File: src/rtl/eth_rx_parser.sv
// rtl/eth_rx_parser.sv - Ethernet receive octet parser: preamble strip, header capture, address filter, FCS check
// Sits behind the MII octet assembler and delivers the payload with the FCS trimmed off.

module eth_rx_crc32_byte (
  input  logic [31:0] crc,
  input  logic [7:0]  d,
  output logic [31:0] crc_next
);
  // Reflected CRC-32, octet consumed LSB first.
  always_comb begin
    crc_next = crc;
    for (int i = 0; i < 8; i++) begin
      if (crc_next[0] ^ d[i]) crc_next = (crc_next >> 1) ^ 32'hEDB88320;
      else                    crc_next = crc_next >> 1;
    end
  end
endmodule

module eth_rx_parser #(
  parameter logic [47:0] MAC_ADDR = 48'h54_ff_01_21_23_24,
  parameter bit          PROMISC  = 1'b0
) (
  input  logic        clk,
  input  logic        reset,
  input  logic [7:0]  in_d,
  input  logic        in_rdy,
  input  logic        in_error,
  input  logic        in_en,
  output logic [47:0] dst_mac,
  output logic [47:0] src_mac,
  output logic [15:0] eth_type,
  output logic        hdr_valid,
  output logic [7:0]  pay_d,
  output logic        pay_valid,
  output logic [10:0] pay_len,
  output logic        frame_done,
  output logic        crc_ok,
  output logic        frame_err,
  output logic        dropped
);
  typedef enum logic [2:0] {IDLE, PREAMBLE, HDR, PAYLOAD, DROP, DONE} state_t;

  localparam logic [31:0] CRC_RESIDUE = 32'hDEBB20E3;

  state_t          state;
  logic [2:0]      pre_cnt;
  logic [3:0]      hdr_cnt;
  logic [3:0][7:0] dly;
  logic [2:0]      dly_cnt;
  logic            err;
  logic            drop_f;
  logic            armed;
  logic [31:0]     crc;
  logic [31:0]     crc_next;

  eth_rx_crc32_byte u_crc (
    .crc      (crc),
    .d        (in_d),
    .crc_next (crc_next)
  );

  logic        in_frame;
  logic        frame_end;
  logic        feed_crc;
  logic        hdr_last;
  logic        reject;
  logic        short_pay;
  logic        final_err;
  logic        final_drop;
  logic [31:0] final_crc;

  // Verdict terms also cover an octet accepted in the same cycle that in_en falls.
  always_comb begin
    in_frame   = (state == PREAMBLE) || (state == HDR) || (state == PAYLOAD) || (state == DROP);
    frame_end  = in_frame && !in_en;
    feed_crc   = in_rdy && ((state == HDR) || (state == PAYLOAD));
    hdr_last   = in_rdy && (state == HDR) && (hdr_cnt == 4'd13);
    reject     = hdr_last && !PROMISC && (dst_mac != MAC_ADDR) && (dst_mac != 48'hFFFF_FFFF_FFFF);
    short_pay  = (state == PAYLOAD) && ((dly_cnt + 3'(in_rdy)) < 3'd4);
    final_err  = err || in_error || (state == PREAMBLE) || (state == HDR) || short_pay;
    final_drop = drop_f || reject;
    final_crc  = feed_crc ? crc_next : crc;
  end

  always_ff @(posedge clk) begin
    if (reset) begin
      state      <= IDLE;
      pre_cnt    <= '0;
      hdr_cnt    <= '0;
      dly        <= '0;
      dly_cnt    <= '0;
      err        <= 1'b0;
      drop_f     <= 1'b0;
      armed      <= 1'b0;
      crc        <= '0;
      dst_mac    <= '0;
      src_mac    <= '0;
      eth_type   <= '0;
      hdr_valid  <= 1'b0;
      pay_d      <= '0;
      pay_valid  <= 1'b0;
      pay_len    <= '0;
      frame_done <= 1'b0;
      crc_ok     <= 1'b0;
      frame_err  <= 1'b0;
      dropped    <= 1'b0;
    end else begin
      hdr_valid  <= 1'b0;
      pay_valid  <= 1'b0;
      frame_done <= 1'b0;
      case (state)
        IDLE: begin
          // armed stays low after a mid-frame reset until the aborted frame ends
          if (!in_en) begin
            armed <= 1'b1;
          end else if (armed) begin
            state   <= PREAMBLE;
            pre_cnt <= '0;
            hdr_cnt <= '0;
            pay_len <= '0;
            dly     <= '0;
            dly_cnt <= '0;
            err     <= 1'b0;
            drop_f  <= 1'b0;
            crc     <= 32'hFFFF_FFFF;
          end
        end
        PREAMBLE: if (in_rdy) begin
          if (in_d == 8'h55) begin
            if (pre_cnt != 3'd7) pre_cnt <= pre_cnt + 3'd1;
          end else if (in_d == 8'hD5 && pre_cnt != 3'd0) begin
            state <= HDR;
          end else begin
            err   <= 1'b1;
            state <= DROP;
          end
        end
        HDR: if (in_rdy) begin
          if (hdr_cnt < 4'd6)       dst_mac  <= {dst_mac[39:0], in_d};
          else if (hdr_cnt < 4'd12) src_mac  <= {src_mac[39:0], in_d};
          else                      eth_type <= {eth_type[7:0], in_d};
          crc     <= crc_next;
          hdr_cnt <= hdr_cnt + 4'd1;
          if (hdr_cnt == 4'd13) begin
            hdr_valid <= 1'b1;
            if (reject) begin
              drop_f <= 1'b1;
              state  <= DROP;
            end else begin
              state <= PAYLOAD;
            end
          end
        end
        PAYLOAD: if (in_rdy) begin
          crc <= crc_next;
          dly <= {dly[2:0], in_d};
          // Holding four octets back means the FCS never reaches pay_d.
          if (dly_cnt == 3'd4) begin
            pay_d     <= dly[3];
            pay_valid <= 1'b1;
            if (pay_len != 11'h7FF) pay_len <= pay_len + 11'd1;
          end else begin
            dly_cnt <= dly_cnt + 3'd1;
          end
        end
        DROP: ;
        DONE: state <= IDLE;
        default: state <= IDLE;
      endcase
      if (in_frame) begin
        if (in_error) err <= 1'b1;
        if (frame_end) begin
          state      <= DONE;
          armed      <= 1'b1;
          frame_done <= 1'b1;
          frame_err  <= final_err;
          dropped    <= final_drop;
          crc_ok     <= (final_crc == CRC_RESIDUE) && !final_err && !final_drop;
        end
      end
    end
  end
endmodule

File: config.mk
export PLATFORM = sky130hd
export DESIGN_NAME = eth_rx_parser
export DESIGN_NICKNAME = d
export VERILOG_FILES = /design/src/rtl/eth_rx_parser.sv
export SDC_FILE = /design/constraint.sdc
export NUM_CORES = 1
export LEC_CHECK = 0
export CORE_AREA = 10 10 135 230
export DETAILED_ROUTE_END_ITERATION = 7
export DIE_AREA = 0 0 145 240
export SLEW_MARGIN = 20
export SYNTH_ARGS = -nofsm -noshare
export SYNTH_HDL_FRONTEND = slang
export SYNTH_SLANG_ARGS = --single-unit
export TNS_END_PERCENT = 10
File: constraint.sdc
create_clock -name clk -period 3.21 [get_ports clk]
set_input_delay 0.963 -clock clk [delete_from_list [all_inputs] [get_ports clk]]
set_output_delay 0.963 -clock clk [all_outputs]
set_load 0.05 [all_outputs]
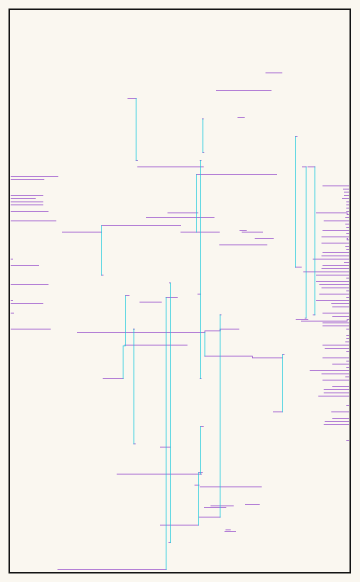
Figure 1: run 1, metal layers overlaid.
Two of the layers only.
- metal 4: cyan (wire length 839 um)
- metal 3: purple (wire length 1270 um)
DR WL/cell: 16.84 um
total wire length: 28.37 mm
global router's overall resource usage: 15.61%
via total after detailed routing: 8164

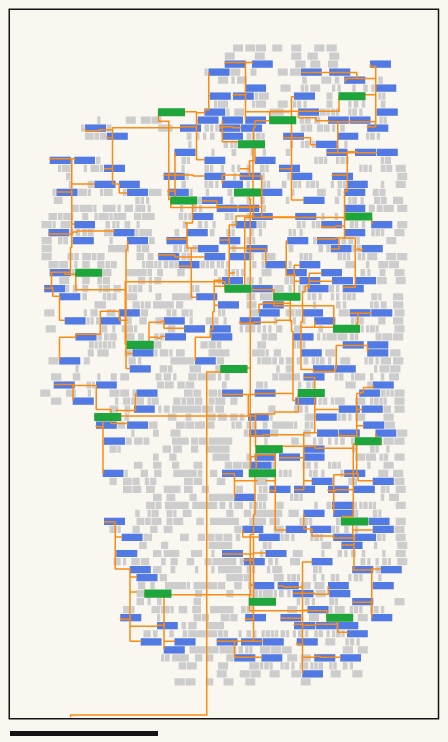
Figure 2: run 1, clock network drawn from the DEF.
Scale bar: 50 um.
- clock drivers: green (count 22)
- clock wires: orange (length 2880 um)
- flip-flops: blue (count 217)
- routed clock nets: 23
clock group total power: 2.41 mW
worst skew pair latency: 0.52 ns
Fin Clk Skew: 0.01443 ns
power share of the clock group: 38.0%

==> out/qor.json, run 1 <==
{
  "yosys": {
    "edf_count": 0,
    "post_synth_main_logic_family": "simple AND/OR/NAND/NOR gates",
    "yosysWarningCount": 0,
    "muxShareOfSynthArea_pct": 1.615,
    "synth_sequential_area_ratio_pct": 46.35,
    "synth.distinct_cells": 60
  },
  "setup_path": {
    "cells_along_the_critical_path": "clkdlybuf4s50_1 -> xnor2_4 -> xor2_4 -> xnor3_1 -> or4_4 -> nor4b_2 -> nand4_1 -> nand2_1",
    "reg_to_reg_critical_path_startpoint": "dst_mac[10]",
    "worstReg2RegEnd": "state[1]",
    "worst_setup_path_start_kind": "primary input",
    "critical_path_s_slowest_cell": "or4_4",
    "critPathTopFamily": "simple AND/OR/NAND/NOR gates"
  },
  "layout": {
    "layoutNonFillerInstCount": 1685,
    "nets": 1323,
    "mostFrequentLayoutCell": "nand2_1",
    "storage_cell_area_um2": 4344
  },
  "global_routing": {
    "antenna_found_initial": 0,
    "global_route.usage.met2_pct": 29.20
  },
  "clock_tree": {
    "post_cts.resized_instances": 0
  },
  "run_status": {
    "result_of_the_run": "finished clean"
  },
  "die": {
    "chipWidth_um": 145
  },
  "routing": {
    "routed-wl-met2_mm": 15.15
  },
  "timing": {
    "post-route-period-util_pct": 94.27,
    "rsz_0062_raised_after_global_routing": "false",
    "worst-slew-pin-transition_ns": 1.135
  },
  "place": {
    "io_buffer_count": 149,
    "placed_cell_area_um2": 11720
  },
  "flow_run": {
    "maxCapViolations": 0
  },
  "pwr": {
    "power.sequential.fraction_pct": 44.3,
    "largestPowerGroup": "sequential cells"
  }
}
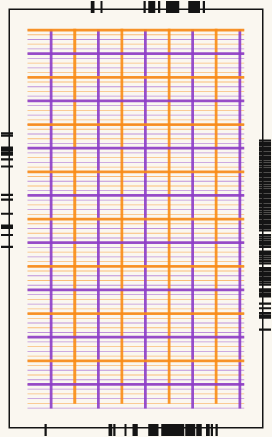
Figure 3: run 1, supply network.
Pins as bars on the die edge.
- VDD: orange
- VSS: purple
- met5 straps: 16
- met4 straps: 9
- signal pins: 150
- rows: 80
- met1 rails: 81
core region area: 27130 um^2
die height: 240 um

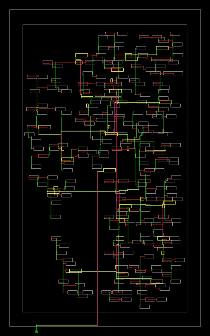
Figure 4: run 1, clock routing.
count of flip-flops and latches: 217
TritonCTS sink count: 217

Figure 5. Cell classes on the final placement (run 1).
Scale bar: 50 um.
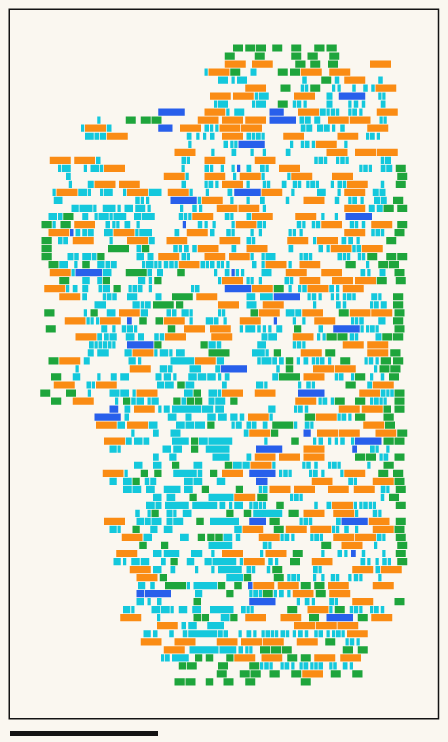

==> run 2: changes to the inputs <==
Settings changed: PLACE_DENSITY set to 0.62.
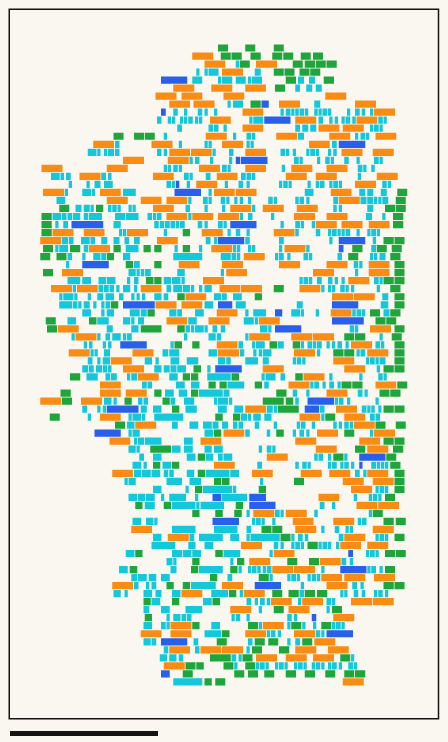
Figure 6: run 2, cell classes on the final placement.
Scale bar: 50 um.
- flops: orange (cells 217; share of their area 36%)
- other buffers and delay cells: green (cells 225; share of their area 18%)
- clock drivers and dummy loads: blue (cells 40; share of their area 6.5%)
- combinational and other logic: cyan (cells 838; share of their area 40%)
Row Count: 80
final non-filler cell area: 12470 um^2
flop share of the area: 34.82%
Finished Core Util: 45.99%

==> run 2 against run 1 <==
Against the previous run: sequential power is essentially flat; total power grew 5.9%; worst hold slack is essentially flat; non-clock buffer count grew 2; critical path type unchanged; clock skew grew 0.0078 ns.
==> out/qor.json, run 2 <==
{
  "setup_path": {
    "critical_path_s_slowest_cell": "or4_4",
    "reg_to_reg_critical_path_startpoint": "dst_mac[10]",
    "cells_along_the_critical_path": "clkdlybuf4s50_1 -> buf_4 -> xnor2_2 -> xnor3_1 -> xnor2_1 -> or4_4 -> nor4b_2 -> nand4_1 -> nand2_1",
    "critPathRequiredTime_ns": 3.67,
    "worst_setup_path_start_kind": "primary input"
  },
  "yosys": {
    "synth.distinct_cells": 60,
    "muxShareOfSynthArea_pct": 1.615,
    "netlist_area_um2": 9373,
    "synth_sequential_area_ratio_pct": 46.35,
    "yosysWarningCount": 0,
    "post_synth_main_logic_family": "simple AND/OR/NAND/NOR gates",
    "edf_count": 0
  },
  "timing": {
    "rsz_0062_raised_after_global_routing": "false",
    "final.setup_skew_ns": 0.02220,
    "worst-slew-pin-transition_ns": 1.102,
    "post-route-period-util_pct": 92.98
  },
  "clock_tree": {
    "cts.sink_count": 217,
    "hold_buffers": 0,
    "cts_tree": "yes",
    "worstSkewPairLatency_ns": 0.53,
    "clk_root_buf": "clkbuf_16"
  },
  "global_routing": {
    "globalRouteTotalUtil_pct": 15.92,
    "grt.overflow.total": 0,
    "antenna_found_initial": 0
  },
  "flow_run": {
    "maxCapViolations": 0
  },
  "pwr": {
    "clockPowerShare_pct": 41.5,
    "power.sequential.fraction_pct": 41.9
  },
  "routing": {
    "routed-wl-met2_mm": 15.34,
    "routed_met1_length_mm": 11.20,
    "vias": 8324,
    "route.final.wire_length_mm": 28.58,
    "routed_wire_length_per_instance_um": 16.91
  },
  "run_status": {
    "result_of_the_run": "finished clean"
  },
  "layout": {
    "reg_top3": "dst_mac (48), src_mac (48)",
    "mostFrequentLayoutCell": "nand2_1",
    "nets": 1325,
    "design.seq.count": 217,
    "layoutNonFillerInstCount": 1690
  },
  "die": {
    "die-height_um": 240,
    "placeableCoreArea_um2": 27130
  },
  "place": {
    "io_buffer_count": 149,
    "placed_cell_area_um2": 11690
  }
}
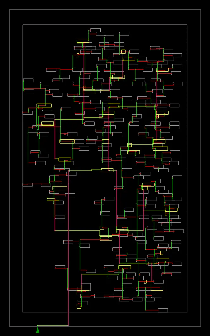
Figure 7: run 2, clock routing.
number of clock buffers inserted by TritonCTS: 22
Clock Buffer Count: 26
clock group total power: 2.79 mW

Figure 8. Clock network drawn from the DEF (run 2).
Scale bar: 50 um.
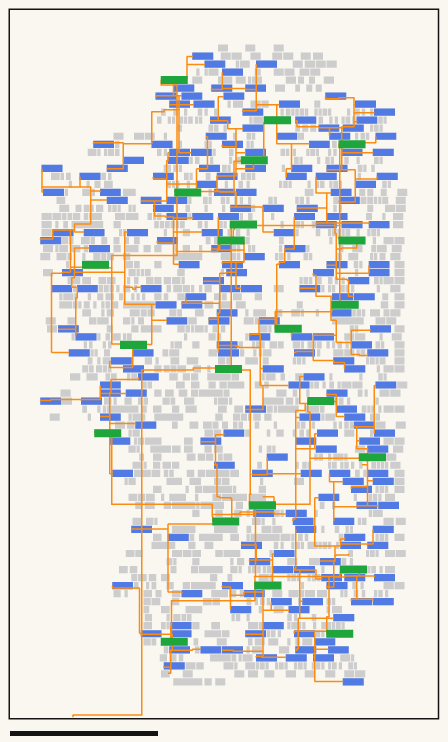

==> run 3: changes to the inputs <==
Settings changed: ABC_AREA set to 1, CORE_AREA 10 10 135 230 to 10 10 138 235, DIE_AREA 0 0 145 240 to 0 0 148 245, GPL_TIMING_DRIVEN set to 0, PLACE_DENSITY 0.62 to 0.61.
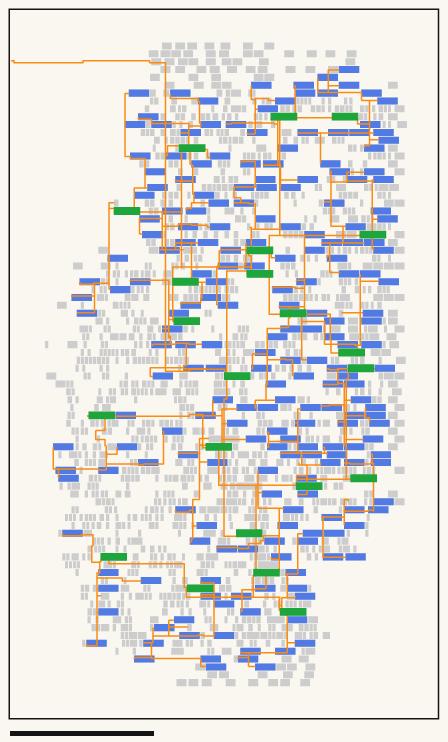
Figure 9: run 3, clock network drawn from the DEF.
Scale bar: 50 um.
- clock wires: orange (length 2810 um)
- flip-flops: blue (count 217)
- clock drivers: green (count 22)
- routed clock nets: 23
clock group total power: 2.50 mW
Fin Clk Skew: 0.01124 ns
power share of the clock group: 24.7%

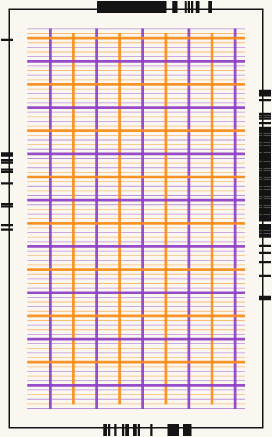
Figure 10: run 3, supply network.
Pins as bars on the die edge.
- VSS: purple
- VDD: orange
- met4 straps: 9
- met5 straps: 16
- met1 rails: 83
- signal pins: 150
die height: 245 um
die x size: 148 um
largest voltage drop on the vdd net: 0.0003811 V
core region area: 28520 um^2

==> run 3 against run 2 <==
Against the previous run: sequential cell count stayed put; clock skew shrank 0.011 ns; design area fell by 0.19%; critical path depth is 3 higher; worst setup slack worse by 0.082 ns; sequential power is 26% higher; global-route usage up 2.4 points; register-to-register slack better by 0.24 ns; synthesized area is 4.3% higher; synthesized cell count is 23% higher; total power increased by 51%; critical endpoint is now crc[22]; highest routed layer unchanged.
==> out/qor.json, run 3 <==
{
  "layout": {
    "stdcell_area_um2": 12450,
    "reg_top3": "dst_mac (48), src_mac (48)",
    "design.seq.count": 217,
    "layoutNonFillerInstCount": 1950,
    "mostFrequentLayoutCell": "nand2_1",
    "storage_cell_area_um2": 4344,
    "seqAreaFraction_pct": 34.89
  },
  "die": {
    "placementRows": 82
  },
  "yosys": {
    "yosysWarningCount": 0,
    "muxShareOfSynthArea_pct": 0,
    "netlist_area_um2": 9773
  },
  "clock_tree": {
    "worstSkewPairLatency_ns": 0.52,
    "cts_tree": "yes"
  },
  "pwr": {
    "power.sequential.fraction_pct": 35.0
  },
  "global_routing": {
    "grt.overflow.total": 0,
    "antenna_found_initial": 0
  },
  "setup_path": {
    "worstReg2RegEnd": "crc[22]",
    "critical_path_s_slowest_cell": "clkdlybuf4s50_1",
    "worst_setup_path_start_kind": "primary input",
    "cells_along_the_critical_path": "clkdlybuf4s50_1 -> inv_2 -> nand3_1 -> nand2_2 -> inv_2 -> nand2_1 -> inv_2 -> nor2_2 -> inv_2 -> buf_2 -> o211ai_1 -> inv_1",
    "critPathRequiredTime_ns": 3.62
  },
  "flow_run": {
    "maxCapViolations": 0
  },
  "run_status": {
    "result_of_the_run": "finished clean"
  },
  "timing": {
    "post-route-period-util_pct": 95.54
  },
  "routing": {
    "routed_wire_length_per_instance_um": 17.75
  }
}
No activity file was given, so power comes from the tool's default toggle rates.
